## config.mk

```make
export PLATFORM = sky130hd
export DESIGN_NAME = loop_filter_pi_gear
export DESIGN_NICKNAME = d
export VERILOG_FILES = /design/src/rtl/loop_filter_pi_gear.sv
export SDC_FILE = /design/constraint.sdc
export NUM_CORES = 1
export LEC_CHECK = 0
export CAP_MARGIN = 20
export CORE_ASPECT_RATIO = 1.2
export CORE_MARGIN = 2
export CORE_UTILIZATION = 60
export CTS_BUF_LIST = sky130_fd_sc_hd__clkbuf_4
export DETAILED_ROUTE_END_ITERATION = 8
export PLACE_DENSITY = 0.87
export SETUP_SLACK_MARGIN = 0.5
export SLEW_MARGIN = 30
export SYNTH_ARGS = -nofsm -noshare
export SYNTH_HDL_FRONTEND = slang
export SYNTH_SLANG_ARGS = --single-unit
```

## constraint.sdc

```tcl
create_clock -name clk -period 16.2 [get_ports clk]
set_input_delay 2.43 -clock clk [delete_from_list [all_inputs] [get_ports clk]]
set_output_delay 2.43 -clock clk [all_outputs]
set_load 0.1 [all_outputs]
```

## src/rtl/loop_filter_pi_gear.sv

```systemverilog
// Two-gear (ACQ/TRK) fixed-point PI loop filter: shift gains, lock FSM, anti-windup, hold, 2-stage pipe.
// Define LF_PRELOAD_EN to add the integrator preload ports (preload_i, preload_val_i).
module loop_filter_pi_gear #(
    parameter int ERR_WIDTH      = 24,
    parameter int PHASE_WIDTH    = 32,
    parameter int ACC_WIDTH      = 40,
    parameter int SHIFT_WIDTH    = 6,
    parameter int LOCK_CNT_WIDTH = 12
) (
    input  logic                          clk,
    input  logic                          rst_n,
    input  logic                          err_valid_i,
    input  logic signed [ERR_WIDTH-1:0]   phase_err_i,
    input  logic [SHIFT_WIDTH-1:0]        kp_acq_shift_i,
    input  logic [SHIFT_WIDTH-1:0]        ki_acq_shift_i,
    input  logic [SHIFT_WIDTH-1:0]        kp_trk_shift_i,
    input  logic [SHIFT_WIDTH-1:0]        ki_trk_shift_i,
    input  logic [ERR_WIDTH-2:0]          lock_thresh_i,
    input  logic [LOCK_CNT_WIDTH-1:0]     lock_count_i,
    input  logic                          hold_i,
    output logic                          freq_valid_o,
    output logic signed [PHASE_WIDTH-1:0] freq_word_o,
    output logic                          locked_o,
    output logic                          sat_o
`ifdef LF_PRELOAD_EN
    ,
    input  logic                          preload_i,
    input  logic signed [PHASE_WIDTH-1:0] preload_val_i
`endif
);

    localparam int unsigned SH_MAX = ACC_WIDTH - 1;
    localparam int unsigned ERR_SH = ACC_WIDTH - ERR_WIDTH;
    localparam int unsigned OUT_SH = ACC_WIDTH - PHASE_WIDTH;
    localparam logic signed [ACC_WIDTH-1:0] ACC_MAX = {1'b0, {(ACC_WIDTH-1){1'b1}}};
    localparam logic signed [ACC_WIDTH-1:0] ACC_MIN = {1'b1, {(ACC_WIDTH-1){1'b0}}};

    typedef enum logic {ACQ = 1'b0, TRK = 1'b1} gear_t;

    function automatic int unsigned clamp_shift(input logic [SHIFT_WIDTH-1:0] s);
        if (32'(s) > SH_MAX)
            clamp_shift = SH_MAX;
        else
            clamp_shift = 32'(s);
    endfunction

    function automatic logic ovf_acc(input logic signed [ACC_WIDTH:0] x);
        ovf_acc = x[ACC_WIDTH] ^ x[ACC_WIDTH-1];
    endfunction

    function automatic logic signed [ACC_WIDTH-1:0] sat_acc(input logic signed [ACC_WIDTH:0] x);
        if (ovf_acc(x))
            sat_acc = x[ACC_WIDTH] ? ACC_MIN : ACC_MAX;
        else
            sat_acc = x[ACC_WIDTH-1:0];
    endfunction

    gear_t                       gear;
    logic [LOCK_CNT_WIDTH-1:0]   run_cnt;
    logic signed [ACC_WIDTH-1:0] integ;
    logic                        sat_neg;

    logic signed [ACC_WIDTH-1:0] e_p0;
    logic signed [ACC_WIDTH-1:0] prop_p0;
    logic signed [ACC_WIDTH-1:0] inc_p0;
    logic signed [ACC_WIDTH-1:0] integ_nxt_p0;
    int unsigned                 kp_sh_p0;
    int unsigned                 ki_sh_p0;
    logic                        windup_p0;
    logic [ERR_WIDTH-2:0]        err_abs_p0;
    logic                        run_hit_p0;
    logic [LOCK_CNT_WIDTH-1:0]   cnt_nxt_p0;
    logic [LOCK_CNT_WIDTH-1:0]   cnt_tgt_p0;

    logic                        vld_p1;
    logic signed [ACC_WIDTH-1:0] prop_p1;
    logic signed [ACC_WIDTH:0]   sum_p1;
    logic signed [ACC_WIDTH-1:0] sum_sat_p1;

    // Stage p0 -> p1: gain select, proportional path, integrator update
    assign e_p0 = ACC_WIDTH'(phase_err_i) <<< ERR_SH;

    always_comb begin
        kp_sh_p0  = (gear == TRK) ? clamp_shift(kp_trk_shift_i) : clamp_shift(kp_acq_shift_i);
        ki_sh_p0  = (gear == TRK) ? clamp_shift(ki_trk_shift_i) : clamp_shift(ki_acq_shift_i);
        prop_p0   = e_p0 >>> kp_sh_p0;
        inc_p0    = e_p0 >>> ki_sh_p0;
        // pushing further into the rail the output already clipped against only winds the integrator up
        windup_p0 = sat_o && (e_p0[ACC_WIDTH-1] == sat_neg);
        integ_nxt_p0 = integ;
`ifdef LF_PRELOAD_EN
        if (preload_i)
            integ_nxt_p0 = ACC_WIDTH'(preload_val_i) <<< OUT_SH;
        else
`endif
        if (err_valid_i && !hold_i && !windup_p0)
            integ_nxt_p0 = sat_acc((ACC_WIDTH+1)'(integ) + (ACC_WIDTH+1)'(inc_p0));
    end

    always_comb begin
        if (phase_err_i[ERR_WIDTH-1]) begin
            if (phase_err_i[ERR_WIDTH-2:0] == '0)
                err_abs_p0 = '1;
            else
                err_abs_p0 = (ERR_WIDTH-1)'(-phase_err_i);
        end else begin
            err_abs_p0 = (ERR_WIDTH-1)'(phase_err_i);
        end
        run_hit_p0 = (gear == ACQ) ? (err_abs_p0 <= lock_thresh_i) : (err_abs_p0 > lock_thresh_i);
        if (!run_hit_p0)
            cnt_nxt_p0 = '0;
        else if (&run_cnt)
            cnt_nxt_p0 = run_cnt;
        else
            cnt_nxt_p0 = run_cnt + LOCK_CNT_WIDTH'(1);
        cnt_tgt_p0 = (lock_count_i == '0) ? LOCK_CNT_WIDTH'(1) : lock_count_i;
    end

    always_ff @(posedge clk or negedge rst_n) begin
        if (!rst_n) begin
            gear    <= ACQ;
            run_cnt <= '0;
        end else if (err_valid_i) begin
            if (cnt_nxt_p0 >= cnt_tgt_p0) begin
                gear    <= (gear == ACQ) ? TRK : ACQ;
                run_cnt <= '0;
            end else begin
                run_cnt <= cnt_nxt_p0;
            end
        end
    end

    always_ff @(posedge clk or negedge rst_n) begin
        if (!rst_n) begin
            vld_p1 <= 1'b0;
            integ  <= '0;
        end else begin
            vld_p1 <= err_valid_i;
            integ  <= integ_nxt_p0;
        end
    end

    always_ff @(posedge clk) begin
        if (err_valid_i)
            prop_p1 <= prop_p0;
    end

    // Stage p1 -> p2: PI sum, output saturation, gear report
    always_comb begin
        sum_p1     = (ACC_WIDTH+1)'(prop_p1) + (ACC_WIDTH+1)'(integ);
        sum_sat_p1 = sat_acc(sum_p1);
    end

    always_ff @(posedge clk or negedge rst_n) begin
        if (!rst_n) begin
            freq_valid_o <= 1'b0;
            freq_word_o  <= '0;
            locked_o     <= 1'b0;
            sat_o        <= 1'b0;
            sat_neg      <= 1'b0;
        end else begin
            freq_valid_o <= vld_p1;
            if (vld_p1) begin
                freq_word_o <= PHASE_WIDTH'(sum_sat_p1 >>> OUT_SH);
                locked_o    <= (gear == TRK);
                sat_o       <= ovf_acc(sum_p1);
                sat_neg     <= sum_p1[ACC_WIDTH];
            end
        end
    end

endmodule

```

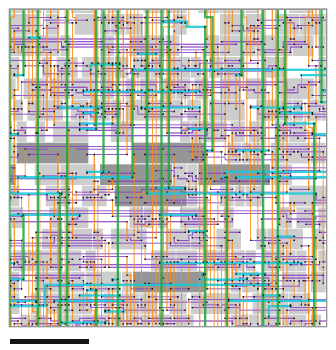
Run 1: zoomed window
The bar under the picture is 10 microns long. Window x 88 to 128, y 23 to 63 microns. Cells in gray, sequential cells in the stronger gray; small squares are vias.
color	layer
orange	met2
purple	met1
cyan	met3
green	met4
sequential cells in the window	6
netlist names of flops here include	`integ` (6)
most frequent	nand2_1 (27), o21ai_0 (18), ha_1 (18)
cells with their middle in the window	172

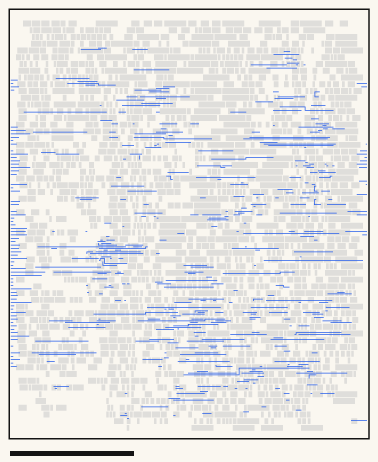
Run 1: the metal 3 layer
The bar under the picture is 50 microns long.
nets with wire on the layer	310
share of all routed wire	6.1%
longest straight run	39.8 microns
wire length on this layer	2720 microns
grt met3 use: 5.21%
drt total wl: 44300 microns
Vias: 14500

==> flow_summary_export.csv, run 1 <==
group,metric,value,unit
outcome,status,"complete, no violations",
layout,nFillCells,1969,
synth,syn-num-nets,2057,
clocking,cts-hold-fix-buffers,0,
route,drt-initial-drc-count,1344,
worst_setup_path,crit_start,"phase_err_i[1]",
layout,syn_to_final_growth,11.4,%
global_routing,grt_use_total,35.6,%
global_routing,grt_pass1_wl,71000,microns
timing,setup-tns-final,0,ps
layout,final_area,15900,sq um
timing,worstMarginPinSlew,991,ps
global_routing,overflow,0,
worst_setup_path,critical_path_arrival,10340,ps
synth,synthAoiAreaFrac,26.9,%
worst_setup_path,worstSetupPathType,"in2reg",
worst_setup_path,critical_path.max_fanout,20,
timing,slew_violations,0,
die,die_y,173,microns
synth,ys_sh_mux,9.53,%
global_routing,grt_pass1_vias,13900,
timing,holdWs,499,ps
synth,netlist_area,14200,sq um
power_and_ir_drop,power-per-cell-area,194,nW/um^2
synth,synth_warnings,0,
clocking,clock.latency.late_pin,600,ps
synth,synthTopLogicFamily,"AND-OR/OR-AND gates",
timing,setup_violations,0,
timing,finalClockSkew,26.6,ps
hold_path,min_path_type,"reg2reg",
hold_path,min-delay-start,"freq_word_o[2]$_DFFE_PN0P_",
timing,relSlewSlack,33.7,%
worst_setup_path,cp-end-kind,"flop",
die,core,23300,sq um
synth,ys_chip_area,14200,sq um
clocking,tritoncts,"done",
power_and_ir_drop,finalPower,3.07,mW
timing,hold_viol_final,0,
worst_setup_path,cpMostUsedCell,"o21ai_0",
power_and_ir_drop,leakagePower,7.07,nW
worst_setup_path,crit_path_start_kind,"input port",
power_and_ir_drop,ir_drop,0.0000880,V
clocking,ctsResizeCount,0,
clocking,htree_num_levels,4,
clocking,clockBufferDepth,2,
timing,period_used_share,60.4,%
place,gp_congestion,1.01,
synth,edf_count,40,
die,rows,61,
synth,yosys_most_used_dff,"dfrtp_1",
worst_setup_path,slowest_delay,620,ps
timing,worst_slack,6410,ps
place,hpwl,34600,microns
synth,ys_cells,1853,
synth,ys.flops,130,
die,dieWidth,145,microns
synth,simple_gate_area_share,19.6,%
global_routing,antenna_found_initial,1,
synth,async_flop_share,69.2,%
synth,adder_share,10.3,%
layout,drive_above_1_share,5.30,%
route,drc,0,
route,drtPass1Iterations,6,
layout,final_cells,2220,
die,ios,122,
global_routing,grt_max_degree,71,
worst_setup_path,reg2reg_from,"gear$_DFFE_PN0P_",
die,floorplanUtilization,61.2,%
layout,fin_nets,2095,
route,ant_nets,0,
timing,fin_crit,9790,ps
place,placed_area,15500,sq um
worst_setup_path,cp_slowest_cell,"clkdlybuf4s50_1",
clocking,numClockSinks,130,
route,vias_per_cell,6.54,
place,place_ws,5830,ps
synth,synth_cell_types,82,
worst_setup_path,cp_data_required_time,16750,ps
clocking,clk_pin_slew,140,ps
clocking,cts_inserted_buffers,17,
place,place_inst,2187,
place,port-buffer-count,121,
die,chip_area,25000,sq um
synth,syn_inst,1853,
timing,fmax,0.102,GHz
timing,grt_setup_unrepaired,"no",
synth,avgSynthCellArea,7.68,sq um
clocking,postCtsSetupRepairBufs,0,
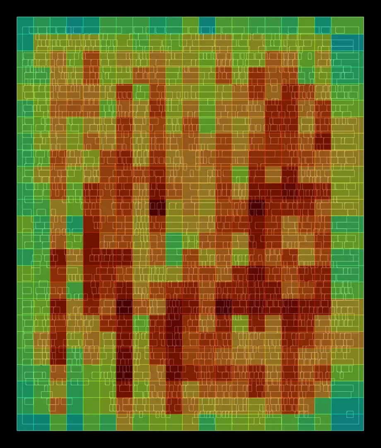
Run 1: track usage over the die
Util after Layout: 68.2%
DR WL/cell: 20.0 microns
GR Util met1: 44.4%
grt peak-use layer: met2
GRT met2 Usage: 58.1%

==> run 1: layout make-up <==
class / instances / area, sq um / area share [%]
inverters: 57 / 214 / 1.35
repair buffers: 140 / 1340 / 8.45
multi-input cells: 1545 / 10100 / 63.8
clock inverters: 15 / 218 / 1.37
flip-flops and latches: 130 / 3450 / 21.8
well taps: 315 / 394 / 2.48
clock buffers: 17 / 128 / 0.804
diodes: 1 / 2.50 / 0.0158
==> run 1: cell usage after synthesis, drive strengths merged (4+ instances only) <==
cell	instances	area [sq um]
nand2	240	903
and2	5	31.3
and3	12	75.1
nand3b	5	37.5
a221oi	15	131
edfxtp	40	1200
or3b	4	37.5
a21oi	165	826
nand4	26	163
nor2b	10	62.6
xor2	23	201
dfrtp	90	2250
nand2b	10	62.6
a21o	44	330
o21bai	14	109
o21a	19	143
o22ai	14	87.6
o22a	7	61.3
buf	28	150
xnor2	47	412
or2	8	50.1
inv	57	214
a211oi	23	185
nor2	202	763
o311ai	6	52.6
o31ai	14	105
clkbuf	93	349
a22o	9	78.8
a21boi	5	37.5
o211ai	15	113
nor3	43	215
a31oi	14	87.6
nand3	34	185
or3	16	110
ha	116	1450
o221ai	13	114
a311oi	4	35.0
mux2	13	146
o2bb2ai	28	245
mux2i	121	1210
o21ai	153	773
==> run 1: final timing paths <==
path                                               to  slack, ps  depth (start not counted)
max                            run_cnt[1]$_DFFE_PN0P_       6410                         34
min                        freq_word_o[2]$_DFFE_PN0P_        500                          1
max reg2reg                     integ[15]$_DFFE_PN0P_       9200                         21
min reg2reg                freq_word_o[2]$_DFFE_PN0P_        500                          1
max in group asynchronous      freq_valid_o$_DFF_PN0_      13310                          2
min in group asynchronous       integ[21]$_DFFE_PN0P_       1700                          1
==> run 1: worst max-delay path, delay by kind of cell <==
| family | cells | cell delay [ps] |
|---|---|---|
| compound gates | 15 | 2860 |
| xor+xnor | 1 | 60 |
| buf+inv | 3 | 1000 |
| simple gates | 12 | 3280 |
| fa+ha+maj | 3 | 740 |
==> run 1: cells in the final DEF (no fill, tap or decap), types with 26 or more instances in the layout <==
cell,Yosys,layout
nor3_1,43,43
nand4_1,26,26
nand3_1,31,31
o2bb2ai_1,28,28
edfxtp_1,40,40
nand2_1,239,239
mux2i_1,121,121
o21ai_0,146,146
dfrtp_1,90,90
clkdlybuf4s50_1,0,118
nor2_1,200,200
inv_1,57,57
ha_1,116,116
xnor2_1,47,47
a21o_1,44,44
a21oi_1,165,165
==> run 1: report_power, final <==
part | internal [mW] | switching (mW) | total, mW
sequential | 0.461 | 0.135 | 0.596
clock | 0.127 | 0.150 | 0.277
combinational | 0.776 | 1.42 | 2.20
==> run 1: metal layers <==
layer | part of all wire, % | vias up | GRT usage (%)
li1 | - | 6884 | -
met1 | 41 | 6779 | 44.4
met2 | 46 | 666 | 58.1
met3 | 6.1 | 181 | 5.21
met4 | 6.8 | 0 | 20.6
met5 | 0 | - | 0
==> run 1: sequential cells by signal, summed over array words and instances, names as in the netlist <==
signal,count
freq_valid_o,1
sat_o,1
locked_o,1
vld_p1,1
gear,1
sat_neg,1
integ,40
run_cnt,12
prop_p1,40
freq_word_o,32
==> run 2: changes to the inputs <==
- clock period: 16.2 -> 9.4 ns (I/O delays scaled with it)
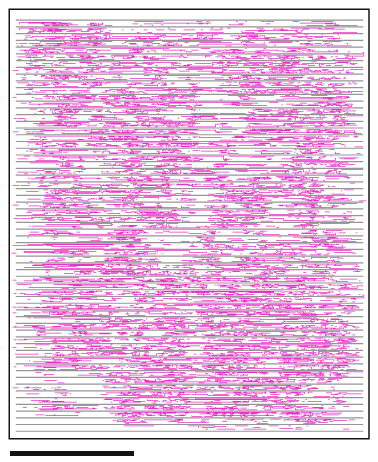
Run 2: the metal 1 layer
The bar under the picture is 50 microns long. Supply wires on this layer in gray.
share of all routed wire	40%
nets with wire on the layer	1990
longest straight run	54.7 microns
GR Util met1: 45.3%
Vias: 14500
drt total wl: 44600 microns

==> flow_summary_export.csv, run 2 <==
group,metric,value,unit
outcome,status,"complete, no violations",
place,port-buffer-count,121,
clocking,clk_pin_slew,130,ps
power_and_ir_drop,ir_drop,0.000136,V
die,chip_area,25000,sq um
die,die_y,173,microns
flow_run,drv_cap,0,
route,drtPass1Iterations,8,
layout,mostFrequentLayoutCell,"nand2_1",
clocking,clock.latency.late_pin,590,ps
power_and_ir_drop,leakagePower,7.08,nW
hold_path,min_path_type,"reg2reg",
synth,yosys_most_used_dff,"dfrtp_1",
die,rows,61,
synth,largest_area_cell,"dfrtp_1",
clocking,postCtsSetupRepairBufs,0,
synth,syn-num-nets,2057,
route,wire_per_inst,20.0,microns
flow_run,log.warning_count,27,
worst_setup_path,slowest_delay,560,ps
synth,synth_cell_types,82,
timing,setup_violations,0,
die,ios,122,
layout,largestRegisters,"integ (40), prop_p1 (40), freq_word_o (32)",
worst_setup_path,cp_data_required_time,9930,ps
synth,area_leaders,"dfrtp_1 16%, ha_1 10%, mux2i_1 8.5%, edfxtp_1 8.4%, nand2_1 6.3%",
power_and_ir_drop,power-per-cell-area,330,nW/um^2
clocking,clockBufferDepth,2,
clocking,tritoncts,"done",
timing,setup-tns-final,0,ps
worst_setup_path,r2r_cells,21,
timing,grt_setup_unrepaired,"no",
global_routing,grt_max_degree,71,
timing,worstMarginPinSlew,1000,ps
global_routing,grt_pass1_wl,71700,microns
synth,netlist_area,14200,sq um
synth,syn_inst,1853,
timing,fmax,0.122,GHz
worst_setup_path,critical_path_arrival,8710,ps
worst_setup_path,cpMostUsedCell,"a21oi_1",
synth,async_flop_share,69.2,%
global_routing,grt_pass1_vias,13800,
layout,drive_above_1_share,5.60,%
layout,seq_area,3450,sq um
timing,hold_viol_final,0,
place,gp_congestion,1.03,
hold_path,holdPathEnd,"freq_word_o[19]$_DFFE_PN0P_",
hold_path,min-delay-start,"freq_word_o[19]$_DFFE_PN0P_",
power_and_ir_drop,switchingPower,2.93,mW
die,core,23300,sq um
synth,synth_warnings,0,
timing,period_used_share,87.1,%
power_and_ir_drop,pwr-share-seq,19.6,%
synth,ys_chip_area,14200,sq um
route,vias_per_cell,6.52,
layout,syn_to_final_growth,11.6,%
synth,edf_count,40,
clocking,htree_num_levels,4,
die,dieWidth,145,microns
timing,fin_crit,8180,ps
synth,yosysTopAreaCellShare,15.8,%
power_and_ir_drop,swShare,55.8,%
power_and_ir_drop,pwr-share-comb,72.2,%
clocking,root_buffer,"clkbuf_4",
timing,relSlewSlack,32.9,%
timing,slew_violations,0,
synth,ys_cells,1853,
hold_path,worstHoldPathCells,1,
worst_setup_path,r2r_slack,2160,ps
synth,ys_seq_share,24.3,%
global_routing,antenna_found_initial,1,
die,floorplanUtilization,61.2,%
synth,ys.flops,130,
worst_setup_path,critical_path.max_fanout,19,
synth,top_cells_by_count,"239 x nand2_1, 200 x nor2_1, 165 x a21oi_1",
clocking,cts_inserted_buffers,17,
power_and_ir_drop,p_int,2.32,mW
layout,fin_nets,2101,
layout,nFillCells,1990,
timing,finalClockSkew,21.9,ps
synth,top_cell,"nand2_1",
worst_setup_path,regToRegEndpoint,"integ[16]$_DFFE_PN0P_",
global_routing,grt_use_total,36.0,%
clocking,numClockSinks,130,
worst_setup_path,reg2reg_from,"gear$_DFFE_PN0P_",
worst_setup_path,crit_path_start_kind,"input port",
route,ant_nets,0,
global_routing,overflow,0,
timing,holdWs,505,ps
clocking,cts-hold-fix-buffers,0,
worst_setup_path,worstSetupPathType,"in2reg",
power_and_ir_drop,clkPwrFrac,8.2,%
place,hpwl,35000,microns
layout,mi_logic_area,10100,sq um
route,drt-initial-drc-count,1249,
worst_setup_path,cp-end-kind,"flop",
worst_setup_path,cp_slowest_cell,"or4_4",
clocking,ctsResizeCount,0,
route,drc,0,
layout,final_layout_top_logic_cells,"239 x nand2_1, 200 x nor2_1, 165 x a21oi_1",
synth,avgSynthCellArea,7.68,sq um
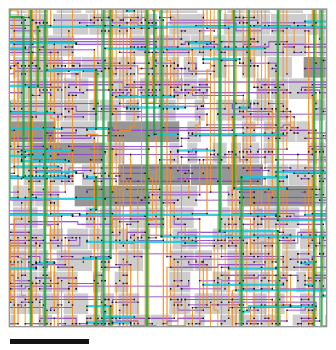
Run 2: zoomed window
The bar under the picture is 10 microns long. Window x 88 to 128, y 23 to 63 microns. Cells in gray, sequential cells in the stronger gray; small squares are vias.
color	layer
orange	met2
purple	met1
cyan	met3
green	met4
most frequent	nand2_1 (20), o21ai_0 (17), nor2_1 (17)
netlist names of flops here include	`integ` (7)
cells with their middle in the window	170
sequential cells in the window	7

[run 2: area by class of cell]
type	instances	share of cell area (%)
Antenna cell	1	0.0157
Clock buffer	17	0.803
Clock inverter	15	1.15
Inverter	57	1.35
Multi-Input combinational cell	1545	63.7
Sequential cell	130	21.7
Tap cell	315	2.48
Timing Repair Buffer	146	8.75
[run 2: kinds of logic (layout without fill, tap and decap cells)]
group / Yosys count / after routing / synth area share [%]
AND-OR/OR-AND: 597 / 597 / 26.9
XOR/XNOR: 70 / 70 / 4.31
adder cells (fa/ha/maj): 117 / 117 / 10.3
buffers and inverters: 178 / 235 / 5.01
flip-flops: 130 / 130 / 24.3
multiplexers: 134 / 134 / 9.53
other: 0 / 1 / 0
AND/OR/NAND/NOR: 627 / 627 / 19.6
[run 2: power by group through the flow]
stage,Clock (mW),Sequential (mW),Combinational (mW)
3_3_place_gp,0,1.02,3.64
5_1_grt,0.456,1.04,4.14
4_1_cts,0.431,1.02,3.73
6_report,0.430,1.03,3.79
3_5_place_dp,0,1.02,3.71
2_1_floorplan,0,1.45,2.37
[run 2: routing by layer]
metal	vias to the layer above	global-route usage, %	wire, microns
met2	701	57.9	20700
met4	0	22.8	3200
met1	6774	45.3	18000
li1	6874	-	-
met5	-	0	0
met3	156	4.74	2680
[run 2: how the worst max path moves through the flow]
stage / start / endpoint / slack (ps) / cells past startpoint
after floorplan: phase_err_i[1] / run_cnt[1]$_DFFE_PN0P_ / 1300 / 35
after global placement: phase_err_i[1] / run_cnt[1]$_DFFE_PN0P_ / 760 / 33
after detailed placement: phase_err_i[1] / run_cnt[1]$_DFFE_PN0P_ / 660 / 33
after CTS: phase_err_i[1] / run_cnt[1]$_DFFE_PN0P_ / 1250 / 33
after global routing: phase_err_i[1] / run_cnt[1]$_DFFE_PN0P_ / 690 / 33
final: phase_err_i[1] / run_cnt[1]$_DFFE_PN0P_ / 1220 / 33
[run 2: worst max-delay path: cells and delay by family]
| kind | cells | cell delay (ps) |
|---|---|---|
| AOI/OAI and AO/OA | 15 | 2870 |
| and+or+nand+nor | 11 | 2780 |
| buffers and inverters | 3 | 790 |
| adders and majority gates | 3 | 730 |
| xor gates and xnor gates | 1 | 120 |
[run 2: per-stage QoR]
stage	util (%)	instance area (sq um)	setup WS [ps]	std cells	power [mW]
finish	68.3	15900	1220	2226	5.24
global route	68.3	15900	689	2226	5.63
CTS	68.2	15900	1250	2225	5.18
detailed placement	66.9	15600	657	2193	4.73
global placement	66.8	15600	762	2193	4.66
floorplan	-	14200	1300	1853	3.82
No activity file was given, so power comes from the tool's default toggle rates.
